===== src/rtl/emaxi_write_master_if.sv =====
// Bus bundle for emaxi_write_master: the emesh write-packet port on one side
// and the AXI4 AW/W/B write channels on the other, plus the error status.
//   master modport : the write master (drives AW/W, bready, wr_wait, status)
//   slave  modport : the packet source / AXI slave side seen by the master
interface emaxi_write_master_if #(
    parameter int IDW = 12
);
    // emesh packet side
    logic           wr_access;
    logic [103:0]   wr_packet;
    logic           wr_wait;

    // AXI write address channel
    logic [IDW-1:0] m_axi_awid;
    logic [31:0]    m_axi_awaddr;
    logic [7:0]     m_axi_awlen;
    logic [2:0]     m_axi_awsize;
    logic [1:0]     m_axi_awburst;
    logic           m_axi_awvalid;
    logic           m_axi_awready;

    // AXI write data channel
    logic [IDW-1:0] m_axi_wid;
    logic [31:0]    m_axi_wdata;
    logic [3:0]     m_axi_wstrb;
    logic           m_axi_wlast;
    logic           m_axi_wvalid;
    logic           m_axi_wready;

    // AXI write response channel
    logic [IDW-1:0] m_axi_bid;
    logic [1:0]     m_axi_bresp;
    logic           m_axi_bvalid;
    logic           m_axi_bready;

    // error status
    logic           err_pulse;
    logic [7:0]     err_count;

    modport master (
        input  wr_access, wr_packet,
        output wr_wait,
        output m_axi_awid, m_axi_awaddr, m_axi_awlen, m_axi_awsize, m_axi_awburst, m_axi_awvalid,
        input  m_axi_awready,
        output m_axi_wid, m_axi_wdata, m_axi_wstrb, m_axi_wlast, m_axi_wvalid,
        input  m_axi_wready,
        input  m_axi_bid, m_axi_bresp, m_axi_bvalid,
        output m_axi_bready,
        output err_pulse, err_count
    );

    modport slave (
        output wr_access, wr_packet,
        input  wr_wait,
        input  m_axi_awid, m_axi_awaddr, m_axi_awlen, m_axi_awsize, m_axi_awburst, m_axi_awvalid,
        output m_axi_awready,
        input  m_axi_wid, m_axi_wdata, m_axi_wstrb, m_axi_wlast, m_axi_wvalid,
        output m_axi_wready,
        output m_axi_bid, m_axi_bresp, m_axi_bvalid,
        input  m_axi_bready,
        input  err_pulse, err_count
    );
endinterface


===== src/rtl/emaxi_write_master.sv =====
// emaxi_write_master: turns single emesh write packets into AXI4 write bursts
// (one AW, one or two W beats) and completes each on the B channel. Only one
// transaction is in flight; wr_wait holds off the packet source meanwhile.
// Ports:
//   clk  - clock, rising edge
//   rst  - asynchronous active-high reset
//   bus  - emaxi_write_master_if.master: packet input, AW/W/B channels,
//          err_pulse (one cycle per errored response), err_count (saturating)
module emaxi_write_master #(
    parameter int             IDW    = 12,
    parameter logic [IDW-1:0] AXI_ID = '0
) (
    input  logic clk,
    input  logic rst,
    emaxi_write_master_if.master bus
);

    typedef enum logic [1:0] {IDLE, XFER, RESP} state_t;

    state_t      state_q, state_d;
    logic [31:0] awaddr_q, awaddr_d;
    logic [7:0]  awlen_q, awlen_d;
    logic [2:0]  awsize_q, awsize_d;
    logic [31:0] data0_q, data0_d;    // beat 0 payload
    logic [31:0] data1_q, data1_d;    // beat 1 payload (double writes only)
    logic [3:0]  wstrb_q, wstrb_d;
    logic        awvalid_q, awvalid_d;
    logic        wvalid_q, wvalid_d;
    logic        beat_q, beat_d;
    logic        aw_done_q, aw_done_d;
    logic        w_done_q, w_done_d;
    logic        err_pulse_q, err_pulse_d;
    logic [7:0]  err_count_q, err_count_d;

    // packet fields
    logic        pkt_write;
    logic [1:0]  pkt_dm;
    logic [31:0] pkt_dst, pkt_data, pkt_src;
    logic [4:0]  unused_ctrlmode;

    assign pkt_write       = bus.wr_packet[0];
    assign pkt_dm          = bus.wr_packet[2:1];
    assign unused_ctrlmode = bus.wr_packet[7:3];
    assign pkt_dst         = bus.wr_packet[39:8];
    assign pkt_data        = bus.wr_packet[71:40];
    assign pkt_src         = bus.wr_packet[103:72];

    logic accept, aw_hs, w_hs, w_is_last, b_hs, b_err;

    assign accept    = bus.wr_access && (state_q == IDLE) && pkt_write;
    assign aw_hs     = awvalid_q && bus.m_axi_awready;
    assign w_hs      = wvalid_q && bus.m_axi_wready;
    // the final beat is beat 0 for single-beat bursts, beat 1 for doubles
    assign w_is_last = (beat_q == awlen_q[0]);
    assign b_hs      = (state_q == RESP) && bus.m_axi_bvalid;
    assign b_err     = (bus.m_axi_bresp != 2'b00) || (bus.m_axi_bid != AXI_ID);

    always_comb begin
        state_d     = state_q;
        awaddr_d    = awaddr_q;
        awlen_d     = awlen_q;
        awsize_d    = awsize_q;
        data0_d     = data0_q;
        data1_d     = data1_q;
        wstrb_d     = wstrb_q;
        awvalid_d   = awvalid_q;
        wvalid_d    = wvalid_q;
        beat_d      = beat_q;
        aw_done_d   = aw_done_q;
        w_done_d    = w_done_q;
        err_pulse_d = 1'b0;
        err_count_d = err_count_q;

        case (state_q)
            IDLE: begin
                if (accept) begin
                    state_d   = XFER;
                    awvalid_d = 1'b1;
                    wvalid_d  = 1'b1;
                    beat_d    = 1'b0;
                    aw_done_d = 1'b0;
                    w_done_d  = 1'b0;
                    awlen_d   = 8'd0;
                    data1_d   = pkt_src;
                    case (pkt_dm)
                        2'd0: begin
                            awaddr_d = pkt_dst;
                            awsize_d = 3'd0;
                            wstrb_d  = 4'b0001 << pkt_dst[1:0];
                            data0_d  = {4{pkt_data[7:0]}};
                        end
                        2'd1: begin
                            awaddr_d = {pkt_dst[31:1], 1'b0};
                            awsize_d = 3'd1;
                            wstrb_d  = 4'b0011 << {pkt_dst[1], 1'b0};
                            data0_d  = {2{pkt_data[15:0]}};
                        end
                        2'd2: begin
                            awaddr_d = {pkt_dst[31:2], 2'b00};
                            awsize_d = 3'd2;
                            wstrb_d  = 4'hF;
                            data0_d  = pkt_data;
                        end
                        default: begin
                            // 64-bit write as a two-beat 32-bit INCR burst
                            awaddr_d = {pkt_dst[31:3], 3'b000};
                            awsize_d = 3'd2;
                            awlen_d  = 8'd1;
                            wstrb_d  = 4'hF;
                            data0_d  = pkt_data;
                        end
                    endcase
                end
            end

            XFER: begin
                if (aw_hs) begin
                    awvalid_d = 1'b0;
                    aw_done_d = 1'b1;
                end
                if (w_hs) begin
                    if (w_is_last) begin
                        wvalid_d = 1'b0;
                        w_done_d = 1'b1;
                    end else begin
                        beat_d = 1'b1;
                    end
                end
                // AW and W finish independently; move on once both are done,
                // counting handshakes that happen this very cycle
                if ((aw_done_q || aw_hs) && (w_done_q || (w_hs && w_is_last))) begin
                    state_d = RESP;
                end
            end

            RESP: begin
                if (b_hs) begin
                    state_d = IDLE;
                    if (b_err) begin
                        err_pulse_d = 1'b1;
                        if (err_count_q != 8'hFF) begin
                            err_count_d = err_count_q + 8'd1;
                        end
                    end
                end
            end

            default: state_d = IDLE;
        endcase
    end

    always_ff @(posedge clk or posedge rst) begin
        if (rst) begin
            state_q     <= IDLE;
            awaddr_q    <= '0;
            awlen_q     <= '0;
            awsize_q    <= '0;
            data0_q     <= '0;
            data1_q     <= '0;
            wstrb_q     <= '0;
            awvalid_q   <= 1'b0;
            wvalid_q    <= 1'b0;
            beat_q      <= 1'b0;
            aw_done_q   <= 1'b0;
            w_done_q    <= 1'b0;
            err_pulse_q <= 1'b0;
            err_count_q <= '0;
        end else begin
            state_q     <= state_d;
            awaddr_q    <= awaddr_d;
            awlen_q     <= awlen_d;
            awsize_q    <= awsize_d;
            data0_q     <= data0_d;
            data1_q     <= data1_d;
            wstrb_q     <= wstrb_d;
            awvalid_q   <= awvalid_d;
            wvalid_q    <= wvalid_d;
            beat_q      <= beat_d;
            aw_done_q   <= aw_done_d;
            w_done_q    <= w_done_d;
            err_pulse_q <= err_pulse_d;
            err_count_q <= err_count_d;
        end
    end

    assign bus.wr_wait       = (state_q != IDLE);

    assign bus.m_axi_awid    = AXI_ID;
    assign bus.m_axi_awaddr  = awaddr_q;
    assign bus.m_axi_awlen   = awlen_q;
    assign bus.m_axi_awsize  = awsize_q;
    assign bus.m_axi_awburst = 2'b01;
    assign bus.m_axi_awvalid = awvalid_q;

    assign bus.m_axi_wid     = AXI_ID;
    assign bus.m_axi_wdata   = beat_q ? data1_q : data0_q;
    assign bus.m_axi_wstrb   = wstrb_q;
    assign bus.m_axi_wlast   = wvalid_q && w_is_last;
    assign bus.m_axi_wvalid  = wvalid_q;

    assign bus.m_axi_bready  = (state_q == RESP);

    assign bus.err_pulse     = err_pulse_q;
    assign bus.err_count     = err_count_q;

endmodule


===== src/flat_wrapper.sv =====
// flat-port wrapper written by rule: the top's interface ports become plain ports
module emaxi_write_master_flat 
#(
    parameter int             IDW    = 12,
    parameter logic [IDW-1:0] AXI_ID = '0
)
  (clk, rst, bus_wr_access, bus_wr_packet, bus_wr_wait, bus_m_axi_awid, bus_m_axi_awaddr, bus_m_axi_awlen, bus_m_axi_awsize, bus_m_axi_awburst, bus_m_axi_awvalid, bus_m_axi_awready, bus_m_axi_wid, bus_m_axi_wdata, bus_m_axi_wstrb, bus_m_axi_wlast, bus_m_axi_wvalid, bus_m_axi_wready, bus_m_axi_bid, bus_m_axi_bresp, bus_m_axi_bvalid, bus_m_axi_bready, bus_err_pulse, bus_err_count);
  emaxi_write_master_if #(.IDW(IDW)) bus_i ();
  input  logic clk;
  input  logic rst;
  input wire logic [$bits(bus_i.wr_access)-1:0] bus_wr_access;
  input wire logic [$bits(bus_i.wr_packet)-1:0] bus_wr_packet;
  output wire logic [$bits(bus_i.wr_wait)-1:0] bus_wr_wait;
  output wire logic [$bits(bus_i.m_axi_awid)-1:0] bus_m_axi_awid;
  output wire logic [$bits(bus_i.m_axi_awaddr)-1:0] bus_m_axi_awaddr;
  output wire logic [$bits(bus_i.m_axi_awlen)-1:0] bus_m_axi_awlen;
  output wire logic [$bits(bus_i.m_axi_awsize)-1:0] bus_m_axi_awsize;
  output wire logic [$bits(bus_i.m_axi_awburst)-1:0] bus_m_axi_awburst;
  output wire logic [$bits(bus_i.m_axi_awvalid)-1:0] bus_m_axi_awvalid;
  input wire logic [$bits(bus_i.m_axi_awready)-1:0] bus_m_axi_awready;
  output wire logic [$bits(bus_i.m_axi_wid)-1:0] bus_m_axi_wid;
  output wire logic [$bits(bus_i.m_axi_wdata)-1:0] bus_m_axi_wdata;
  output wire logic [$bits(bus_i.m_axi_wstrb)-1:0] bus_m_axi_wstrb;
  output wire logic [$bits(bus_i.m_axi_wlast)-1:0] bus_m_axi_wlast;
  output wire logic [$bits(bus_i.m_axi_wvalid)-1:0] bus_m_axi_wvalid;
  input wire logic [$bits(bus_i.m_axi_wready)-1:0] bus_m_axi_wready;
  input wire logic [$bits(bus_i.m_axi_bid)-1:0] bus_m_axi_bid;
  input wire logic [$bits(bus_i.m_axi_bresp)-1:0] bus_m_axi_bresp;
  input wire logic [$bits(bus_i.m_axi_bvalid)-1:0] bus_m_axi_bvalid;
  output wire logic [$bits(bus_i.m_axi_bready)-1:0] bus_m_axi_bready;
  output wire logic [$bits(bus_i.err_pulse)-1:0] bus_err_pulse;
  output wire logic [$bits(bus_i.err_count)-1:0] bus_err_count;
  assign bus_i.wr_access = bus_wr_access;
  assign bus_i.wr_packet = bus_wr_packet;
  assign bus_wr_wait = bus_i.wr_wait;
  assign bus_m_axi_awid = bus_i.m_axi_awid;
  assign bus_m_axi_awaddr = bus_i.m_axi_awaddr;
  assign bus_m_axi_awlen = bus_i.m_axi_awlen;
  assign bus_m_axi_awsize = bus_i.m_axi_awsize;
  assign bus_m_axi_awburst = bus_i.m_axi_awburst;
  assign bus_m_axi_awvalid = bus_i.m_axi_awvalid;
  assign bus_i.m_axi_awready = bus_m_axi_awready;
  assign bus_m_axi_wid = bus_i.m_axi_wid;
  assign bus_m_axi_wdata = bus_i.m_axi_wdata;
  assign bus_m_axi_wstrb = bus_i.m_axi_wstrb;
  assign bus_m_axi_wlast = bus_i.m_axi_wlast;
  assign bus_m_axi_wvalid = bus_i.m_axi_wvalid;
  assign bus_i.m_axi_wready = bus_m_axi_wready;
  assign bus_i.m_axi_bid = bus_m_axi_bid;
  assign bus_i.m_axi_bresp = bus_m_axi_bresp;
  assign bus_i.m_axi_bvalid = bus_m_axi_bvalid;
  assign bus_m_axi_bready = bus_i.m_axi_bready;
  assign bus_err_pulse = bus_i.err_pulse;
  assign bus_err_count = bus_i.err_count;
  emaxi_write_master #(.IDW(IDW), .AXI_ID(AXI_ID)) u_core (.clk(clk), .rst(rst), .bus(bus_i));
endmodule

===== config.mk =====
export PLATFORM = sky130hd
export DESIGN_NAME = emaxi_write_master_flat
export DESIGN_NICKNAME = d
export VERILOG_FILES = /design/src/rtl/emaxi_write_master_if.sv /design/src/rtl/emaxi_write_master.sv /design/src/flat_wrapper.sv
export SDC_FILE = /design/constraint.sdc
export NUM_CORES = 1
export LEC_CHECK = 0
export ABC_AREA = 1
export CORE_MARGIN = 2
export CORE_UTILIZATION = 39
export CTS_CLUSTER_DIAMETER = 120
export CTS_CLUSTER_SIZE = 40
export DETAILED_ROUTE_END_ITERATION = 8
export GPL_ROUTABILITY_DRIVEN = 0
export PLACE_DENSITY_LB_ADDON = 0.12
export SYNTH_ARGS = -nofsm -noshare
export SYNTH_HDL_FRONTEND = slang
export SYNTH_SLANG_ARGS = --single-unit

===== constraint.sdc =====
create_clock -name clk -period 4.25 [get_ports clk]
set_clock_uncertainty 0.1 [all_clocks]
set_input_delay 0.85 -clock clk [delete_from_list [all_inputs] [get_ports clk]]
set_output_delay 0.85 -clock clk [all_outputs]
set_load 0.02 [all_outputs]

==> images/util_map.png <==
Drawn at 2 px/µm. 13 x 13 tiles, from white (low) to dark blue (high), 0 to 100% covered.
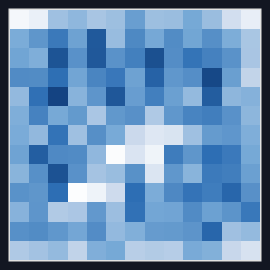
mean over tiles: 52%
nearly empty tiles: 1.2%
tiles over 75% full: 7.7%

==> images/clock_wires.png <==
Drawn at 4 px/µm.
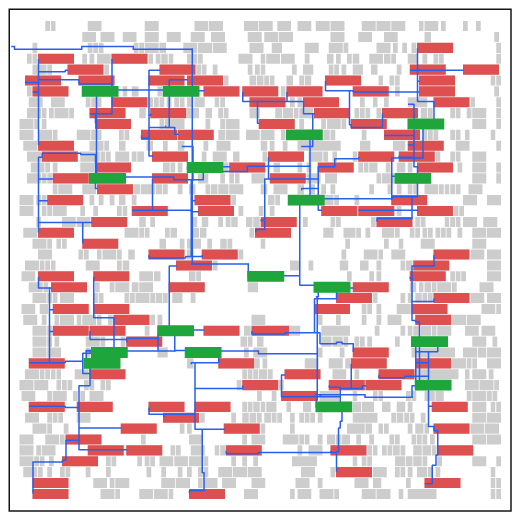
[clock-net drivers] green | count: 17
[flip-flops] red | count: 119
[clock wires] blue | length: 1590 µm
flops lie: all over the die

==> impl_metrics.yaml <==
# synthesis and place-and-route metrics
status:
  status: "finished, final reports clean"
final_layout:
  layout.cells.most_common: "nand2_1"
  area_growth_pct: 46.2
  fin_nets: 1049
  n_all_buffers: 211
  logic_gate_count: 531
  dominant_cells: "registers"
  lay_top_cells: "nand2_1 (356), clkdlybuf4s50_1 (203), dfrtp_1 (118)"
  fin_util_pct: 57.9
clock_tree:
  ctsRootBufferMaster: "clkbuf_16"
  cts_resized: 0
  cts.sinks: 119
critical_path:
  critPathCapture: "bus_m_axi_wlast"
  crit_buf_inv: 2
  critPathTopFamily: "buffers and inverters"
  startpoint: "u_core.beat_q$_DFFE_PP0P_"
  cp_common_cell: "nand2_1"
  crit_required_ns: 3.30
power_and_ir_drop:
  p_clk_mw: 1.46
  p_int_mw: 3.87
  powerSeq_mw: 1.96
  p_leak_nw: 4.07
final_timing:
  whs_ns: 0.375
  worst_pin_slew_ns: 0.942
  finalSetupViolCount: 0
  report.final.slew_viol_count: 0
floorplanning:
  die_y_um: 125
  well_tap_count: 184
  core_um2: 14400
placement:
  placed_cells: 1089
drt:
  wl_met1_um: 6660
  drt_pre_antenna_iters: 4
  top_layer: "met4"
  ant_nets: 0
synthesis:
  synth_top_area_share_pct: 52.1
  synthAoiAreaFrac_pct: 8.69
  ys_types: 31
  synthArstFlopShare_pct: 100
  synth_adder_area_share_pct: 0.219
worst_hold_path:
  hp-class: "reg -> reg"
  hp-start: "u_core.data1_q[3]$_DFFE_PP0P_"
grt:
  use_met3_pct: 8.34
  grt_overflow: 0
  gr-usage-all-layers_pct: 20.2
